==> config.mk <==
export PLATFORM = sky130hd
export DESIGN_NAME = weight_fetch
export DESIGN_NICKNAME = d
export VERILOG_FILES = /design/src/rtl/weight_fetch.sv
export SDC_FILE = /design/constraint.sdc
export NUM_CORES = 2
export LEC_CHECK = 0
export CELL_PAD_IN_SITES_DETAIL_PLACEMENT = 2
export CELL_PAD_IN_SITES_GLOBAL_PLACEMENT = 2
export CORE_MARGIN = 4
export CORE_UTILIZATION = 35
export DETAILED_ROUTE_END_ITERATION = 12
export PLACE_DENSITY_LB_ADDON = 0.1
export SLEW_MARGIN = 25
export SYNTH_ARGS = -nofsm -noshare
export SYNTH_HDL_FRONTEND = slang
export SYNTH_SLANG_ARGS = --single-unit
==> constraint.sdc <==
create_clock -name CLK -period 6.6 [get_ports CLK]
set_input_delay 1.98 -clock CLK [delete_from_list [all_inputs] [get_ports CLK]]
set_output_delay 1.98 -clock CLK [all_outputs]
set_load 0.01 [all_outputs]
==> images/congestion.png <==
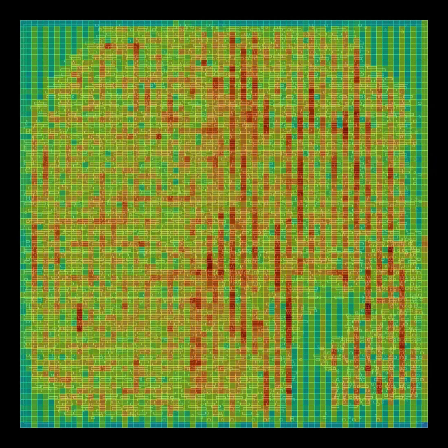
wire per inst: 32.7 µm
met1 Usage GRT: 27.4%
GR peak layer: met2

==> images/layer_met2.png <==
The bar under the picture is 100 µm long.
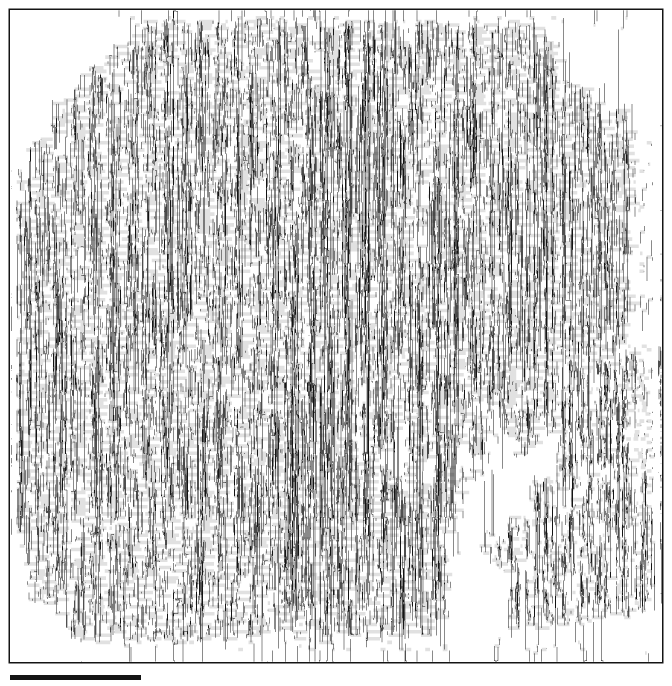
share of all routed wire: 49%
longest straight run: 177 µm
nets with wire on the layer: 3905
routed vias: 39770
grt met2 use: 31.7%
Routed WL: 241000 µm

==> results.yml <==
# physical design summary
power:
  top_power_group: "registers"
  p_seq_share_pct: 38.4
  switching_power_mw: 12.3
layout:
  nClkBuffers: 290
  sh_seq_area_pct: 65.1
  largest_class: "sequential cells"
  nonClockInverterCount: 45
  fin_nets: 4158
  num_antenna_cells: 7
  flop_area_um2: 64200
  largest_register_ff_count: 2080
  lay_top_count: "edfxtp_1"
synth:
  compound_area_share_pct: 1.36
  ys_top_logic_family: "multiplexers"
  ys_warn_count: 0
  topCellsByArea: "edfxtp_1 75%, mux4_2 17%, dfrtp_1 2.1%"
  yosys.cell_types.count: 73
  postSynthSeqShare_pct: 76.7
timing:
  layout_setup_ws_ns: 0.212
  tightest_slew_ns: 1.05
  rsz0062_at_grt: "yes"
  fin_crit_sh_pct: 96.8
grt:
  grt_antenna_before_repair: 24
place:
  port-buffer-count: 213
  place_hpwl_um: 125000
outcome:
  outcome: "finished, final reports clean"
hold_path:
  min_path_type: "reg -> reg"
routing:
  wl_met1_um: 109000
==> metrics by stage <==
stage	utilization (%)	power, mW	cell area, µm²
floorplan	-	24.1	83700
global placement	38.4	29.2	91400
detailed placement	38.4	29.3	91400
CTS	41.5	42.2	98800
global route	41.5	43.4	98600
finish	41.5	41.4	98700
==> what timing repair did <==
| action | CTS | global route |
|---|---|---|
| buffers inserted | 5 | 4 |
| pin swaps | 6 | 12 |
| resized | 23 | 11 |
| gates cloned | 0 | 0 |
| endpoints found under the setup margin | 4 | 3 |
==> metal layers <==
metal | track usage [%] | vias up
met5 | 0 | -
met3 | 3.18 | 333
met4 | 4.46 | 14
li1 | - | 16166
met2 | 31.7 | 858
met1 | 27.4 | 22399
Power figures rest on the tool's default switching activity, not on a simulated workload.
